**Metal 1**

Scale bar: 50 µm.
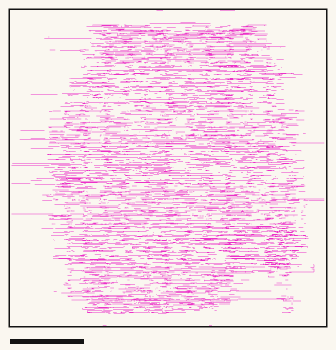
**Layout detail**

Scale bar: 20 µm. Region (82, 124) to (132, 174) µm. Cells in gray, sequential cells in the stronger gray; small squares are vias.
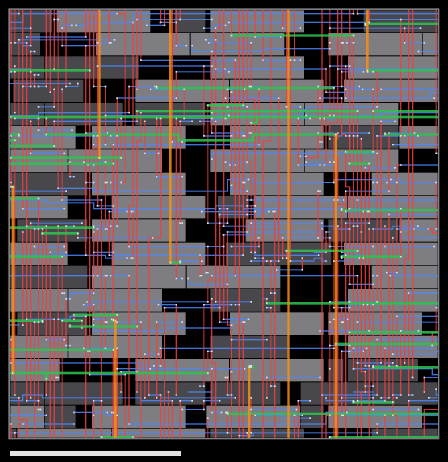
**Pin map**

Scale bar: 50 µm. Pins as bars across the die edge, other pins in gray.
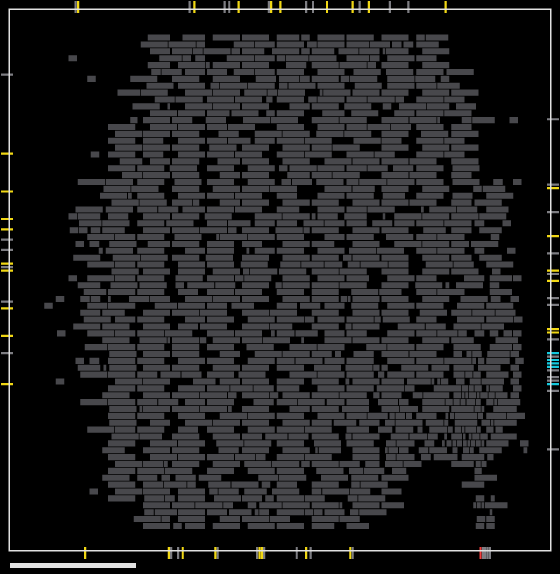
**Clock nets**

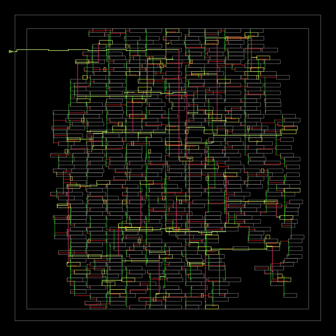
===== src/rtl/sync_fifo_ext.sv =====
// sync_fifo_ext -- single-clock FIFO with exact status flags.
//
// Producer and consumer share one clock. The FIFO provides:
//   - a fill level
//   - programmable almost-full and almost-empty flags
//   - sticky overflow and underflow error flags
//   - a selectable first-word-fall-through (FWFT) read mode
// All 2**ASIZE entries are usable.
//
// Parameters
//   DSIZE           data word width
//   ASIZE           address width, depth = 2**ASIZE
//   FWFT            0: rdata registered on an accepted read
//                   1: head word shown combinationally while not empty
//   AWFULL_THRESH   awfull when level >= AWFULL_THRESH
//   AREMPTY_THRESH  arempty when level <= AREMPTY_THRESH
//
// Ports
//   clk        rising-edge clock
//   rst_n      asynchronous active-low reset
//   winc       write request
//   wdata      write data
//   wfull      level == depth
//   awfull     almost full
//   rinc       read request
//   rdata      read data
//   rempty     level == 0
//   arempty    almost empty
//   level      words stored, 0..depth
//   err_clr    clears overflow/underflow (a same-cycle set wins)
//   overflow   sticky, set by winc while full
//   underflow  sticky, set by rinc while empty
module sync_fifo_ext #(
  parameter int DSIZE          = 32,
  parameter int ASIZE          = 4,
  parameter int FWFT           = 0,
  parameter int AWFULL_THRESH  = 12,
  parameter int AREMPTY_THRESH = 2
) (
  input  logic             clk,
  input  logic             rst_n,
  input  logic             winc,
  input  logic [DSIZE-1:0] wdata,
  output logic             wfull,
  output logic             awfull,
  input  logic             rinc,
  output logic [DSIZE-1:0] rdata,
  output logic             rempty,
  output logic             arempty,
  output logic [ASIZE:0]   level,
  input  logic             err_clr,
  output logic             overflow,
  output logic             underflow
);

  localparam int DEPTH = 1 << ASIZE;
  localparam logic [ASIZE:0] AWFULL_LVL  = (ASIZE+1)'(AWFULL_THRESH);
  localparam logic [ASIZE:0] AREMPTY_LVL = (ASIZE+1)'(AREMPTY_THRESH);

  logic [DSIZE-1:0] mem [DEPTH];

  logic [ASIZE:0]   wptr;
  logic [ASIZE:0]   rptr;
  logic [ASIZE:0]   wptr_next;
  logic [ASIZE:0]   rptr_next;
  logic [ASIZE:0]   level_next;
  logic             w_acc;
  logic             r_acc;
  logic             full_next;
  logic             empty_next;
  logic [ASIZE-1:0] waddr;
  logic [ASIZE-1:0] raddr;

  // Accept decisions use the registered flags from before the edge.
  // This is why a write to a full FIFO is refused even when a read
  // happens in the same cycle.
  // One extra pointer bit separates full from empty when the low bits
  // are equal. The level is the wrapped pointer difference, so all
  // flags follow the pointers exactly.
  always_comb begin
    w_acc      = winc & ~wfull;
    r_acc      = rinc & ~rempty;
    wptr_next  = wptr + {{ASIZE{1'b0}}, w_acc};
    rptr_next  = rptr + {{ASIZE{1'b0}}, r_acc};
    level_next = wptr_next - rptr_next;
    full_next  = (wptr_next[ASIZE] != rptr_next[ASIZE]) &&
                 (wptr_next[ASIZE-1:0] == rptr_next[ASIZE-1:0]);
    empty_next = (wptr_next == rptr_next);
    waddr      = wptr[ASIZE-1:0];
    raddr      = rptr[ASIZE-1:0];
  end

  // Pointers and every status flag update on the edge that accepts the
  // operation, so the flags describe the FIFO contents after that edge.
  always_ff @(posedge clk or negedge rst_n) begin
    if (!rst_n) begin
      wptr    <= '0;
      rptr    <= '0;
      level   <= '0;
      wfull   <= 1'b0;
      rempty  <= 1'b1;
      awfull  <= 1'b0;
      arempty <= 1'b1;
    end else begin
      wptr    <= wptr_next;
      rptr    <= rptr_next;
      level   <= level_next;
      wfull   <= full_next;
      rempty  <= empty_next;
      awfull  <= (level_next >= AWFULL_LVL);
      arempty <= (level_next <= AREMPTY_LVL);
    end
  end

  // Error flags are sticky. A new error in the same cycle as err_clr
  // keeps the flag set, so the event is not lost.
  always_ff @(posedge clk or negedge rst_n) begin
    if (!rst_n) begin
      overflow  <= 1'b0;
      underflow <= 1'b0;
    end else begin
      if (winc && wfull) begin
        overflow <= 1'b1;
      end else if (err_clr) begin
        overflow <= 1'b0;
      end
      if (rinc && rempty) begin
        underflow <= 1'b1;
      end else if (err_clr) begin
        underflow <= 1'b0;
      end
    end
  end

  // Storage has no reset. Stale contents are never visible, because the
  // pointers restart at zero and rdata is forced or reset separately.
  always_ff @(posedge clk) begin
    if (w_acc && rst_n) begin
      mem[waddr] <= wdata;
    end
  end

  generate
    if (FWFT != 0) begin : g_fwft
      // The head word is shown directly from the memory array. A word
      // written into an empty FIFO appears as soon as rempty falls.
      always_comb begin
        rdata = '0;
        if (!rempty) begin
          rdata = mem[raddr];
        end
      end
    end else begin : g_std
      logic [DSIZE-1:0] rdata_reg;

      // Registered read: the popped word appears after the read edge.
      // rdata holds its value when no read is accepted.
      always_ff @(posedge clk or negedge rst_n) begin
        if (!rst_n) begin
          rdata_reg <= '0;
        end else if (r_acc) begin
          rdata_reg <= mem[raddr];
        end
      end

      always_comb begin
        rdata = rdata_reg;
      end
    end
  endgenerate

endmodule


===== config.mk =====
export PLATFORM = sky130hd
export DESIGN_NAME = sync_fifo_ext
export DESIGN_NICKNAME = d
export VERILOG_FILES = /design/src/rtl/sync_fifo_ext.sv
export SDC_FILE = /design/constraint.sdc
export NUM_CORES = 1
export LEC_CHECK = 0
export CAP_MARGIN = 20
export CORE_MARGIN = 8
export CORE_UTILIZATION = 55
export DETAILED_ROUTE_END_ITERATION = 16
export PLACE_DENSITY = 0.87
export SLEW_MARGIN = 10
export SYNTH_ARGS = -nofsm -noshare
export SYNTH_HDL_FRONTEND = slang
export SYNTH_SLANG_ARGS = --single-unit

===== constraint.sdc =====
create_clock -name clk -period 3.2 [get_ports clk]
set_input_delay 0.32 -clock clk [delete_from_list [all_inputs] [get_ports clk]]
set_output_delay 0.32 -clock clk [all_outputs]
set_load 0.01 [all_outputs]

==> notes.md <==
Floorplanning
• **core outline area** 38600 µm²
• **total number of placement rows** 72
• **Total Die Area** 45600 µm²
• **top-level port count** 80
• **starting density of the core** 55.7%

Setup path
• **critical path, cell by cell** nand3b_4 > xor2_1 > xor2_1 > ha_1 > o21ai_0 > a311oi_1 > a31oi_1 > a2111oi_2
• **cell with the largest stage delay on the worst path** dfrtp_4
• **critical path's most frequent cell** xor2_1
• **Worst Path Required** 3.66 ns
• **kind of end point of the critical path** flop
• **CP Launch Type** flop
• **type of the worst setup path** reg -> reg
• **crit-path max cell delay** 0.76 ns
• **arrival time at the worst endpoint** 3.24 ns
• **maximum fanout encountered on the critical timing path** 21

Detailed routing
• **initial drt markers** 1020
• **metal1 wirelength** 18.0 mm
• **length of routed met3 wiring** 4.39 mm
• **met2 wirelength from detailed routing** 26.1 mm
• **number of DRC violations after detailed routing** 0
• **number of optimization iterations in the first detailed-route pass** 5
• **detail-routed net length per standard cell** 31.7 µm
• **Routed Antenna Nets** 0

GRT
• **grt total ovfl** 0
• **met2 capacity usage during global routing** 39.0%
• **most utilized layer in the global route result** met2
• **Global Route Usage Sum** 22.5%
• **first-pass GRT wire length** 73.1 mm
• **via count of the first global-routing pass** 10700
• **largest net degree at the start of global routing** 56
• **antenna violations before repair** 2
• **met3 Resource Use GR** 4.00%

Clocking
• **H-tree Lvls** 2
• **clock root cell** clkbuf_16
• **count of clock tree sinks** 565
• **buffers inserted by post-CTS timing repair** 0
• **Max clock buf depth** 3
• **insertion delay at the late pin of the worst-skew pair** 0.58 ns
• **CTS tree** yes
• **clock-pin slew reported for the worst setup and hold paths after clock tree synthesis** 0.06 ns
• **total CTS buffers** 51

Synthesis
• **xor-xnor portion of the synthesized cell area** 0.554%
• **fraction of registers with async set or reset after synthesis** 9.38%
• **yosys synthesis chip area** 21500 µm²
• **post-synthesis area per instance** 24.1 µm²
• **fraction of the yosys area taken by sequential cells** 77.8%
• **Post-Syn Nets** 931
• **Unique masters post-synth** 37
• **cell count in the Yosys report** 891
• **portion of netlist area occupied by mux cells** 18.5%
• **top cells by count** edfxtp_1 (512), mux4_2 (160), dfrtp_1 (51), mux2_2 (32)
• **dominant combinational cell family by area after synthesis** multiplexers
• **yosys synthesis warning count** 0
• **gate count of the mapped netlist** 891
• **area of the mapped netlist** 21500 µm²
• **Synth Area in Compound Gates** 0.466%
• **most used flip-flop cell after synthesis** edfxtp_1
• **Post-synth area hogs** edfxtp_1 (72%), mux4_2 (17%), dfrtp_1 (5.9%)
• **Synth top area share** 71.6%
• **adder-cell share of the synthesized area** 0.268%
• **post-synthesis cell type with the largest combined area** edfxtp_1
• **simple-gate portion of the synthesized area** 1.20%
• **Registers, synthesis** 565
• **most common cell in the netlist** edfxtp_1
• **post-synth tally of flip-flops with integrated enable** 512

Finish
• **most numerous logic cells after layout** edfxtp_1 (512), mux4_2 (160), clkdlybuf4s50_1 (78)
• **Multi-input gate area** 4650 µm²
• **post-layout net count** 1053
• **proportion of layout cells with a drive suffix above 1** 31.5%
• **final instance count without filler cells** 1575
• **number of flip-flops in the largest register** 512
• **count of fill cells added during filler insertion** 2361
• **area added between synthesis and finish** 16.8%
• **most common library cell in the layout ignoring fill and taps** edfxtp_1
• **Seq. cell area** 16700 µm²

STA
• **final-report setup violation count** 0
• **unrepaired setup endpoints after global routing** false
• **worst slew pin tran** 0.835 ns
• **clock skew** 0.0141 ns
• **final critical-path required period** 2.78 ns
• **setup_tns** 0 ns
• **top achievable clock speed** 360 MHz
• **worst slew margin relative to its limit** 44.4%
• **number of pins exceeding their max-slew limit in the final report** 0
• **final worst-path cycle share** 86.8%
• **endpoints failing hold** 0

Status
• **run status** complete, no violations

Hold path
• **Hold/Removal Path Class** in -> async

Power
• **Max VDD drop** 0.000523 V
• **Power Total** 0.0221 W
• **power density cells** 880 nW/µm²
• **Lkg Pwr** 8.03 nW

Place
• **gp weighted congestion** 0.807
• **DP HPWL** 26.0 mm

Flow run
• **max-cap violations** 0
• **OpenROAD warning count** 26

Notes on 'metal 1' above:
The wires run mostly horizontal. The longest straight run is 50.6 µm. 1017 nets have wire on it.
total wirelength of the detailed-routed design: 50.0 mm
Global Route met1 Usage: 28.6%
overall via count from detail_route: 10100

Notes on 'layout detail' above:
met3: drawn in green. met1: drawn in blue. met4: drawn in orange. met2: drawn in red.
Most frequent: edfxtp_1 (48), mux4_2 (13), clkbuf_16 (6). Sequential cells in the window: 49. 76 logic cells have their middle in the window. Netlist names of flops here include `mem` (48), `rdata` (1).

Notes on 'pin map' above:
`level`: drawn in cyan, pins 5, direction output, edge right. `underflow`: drawn in red, pins 1, direction output, edge bottom. `wdata`: drawn in yellow, pins 32, direction input, edge 9 top, 9 left, 8 bottom, 6 right.
All pins by edge: 25 right, 21 bottom, 19 top, 15 left.
y dimension of the die: 214 µm
Chip Width: 214 µm
count of input and output buffers: 79

Notes on 'clock nets' above:
clock tree buffer count of the final layout: 62
Power Clock: 0.00637 W

==> repair_timing <==
item / CTS / global route
gates resized: 0 / 0
hold buffers: 1 / 0
endpoints found under the hold margin: 2 / 0
==> power breakdown <==
| group | leakage, nW | total [W] | internal [W] | switching, W |
|---|---|---|---|---|
| Clock | 0.852 | 0.00637 | 0.00372 | 0.00265 |
| Combinational | 1.95 | 0.00635 | 0.00336 | 0.00298 |
| Sequential | 5.23 | 0.00934 | 0.00876 | 0.000577 |
| Total | 8.03 | 0.0221 | 0.0158 | 0.00621 |
==> critical path, delay by kind of cell, from the launching register on <==
kind | cells | cell delay, ns
simple gates | 1 | 0.17
fa+ha+maj | 1 | 0.26
flops | 1 | 0.76
compound gates | 4 | 0.87
xor+xnor | 2 | 0.61
==> metrics by stage <==
step | utilization (%) | area (µm²) | setup slack [ns]
floorplan | - | 21500 | 0.473
global placement | 60.4 | 23300 | 0.397
detailed placement | 60.4 | 23300 | 0.233
CTS | 65.0 | 25100 | 0.432
global route | 65.0 | 25100 | 0.248
finish | 65.0 | 25100 | 0.422
==> path summary, 6_finish.rpt <==
| check | slack, ns | endpoint | start | depth (start not counted) |
|---|---|---|---|---|
| max in group asynchronous | 2.02 | rptr[1] | rst_n | 3 |
| min in group clk | 0.36 | underflow | err_clr | 2 |
| hold / removal | 0.09 | wptr[3] | rst_n | 2 |
| hold reg to reg | 0.49 | rptr[4] | rptr[4] | 1 |
| setup reg to reg | 0.42 | arempty | rptr[0] | 8 |
| setup / recovery | 0.42 | arempty | rptr[0] | 8 |
==> layout make-up <==
type,count,area share (%)
flip-flops and latches,565,66.7
multi-input cells,273,18.5
clock buffers,62,5.50
repair buffers,113,5.06
well taps,518,2.59
clock inverters,33,1.48
inverters,9,0.135
diodes,2,0.0200
No activity file was given, so power comes from the tool's default toggle rates.
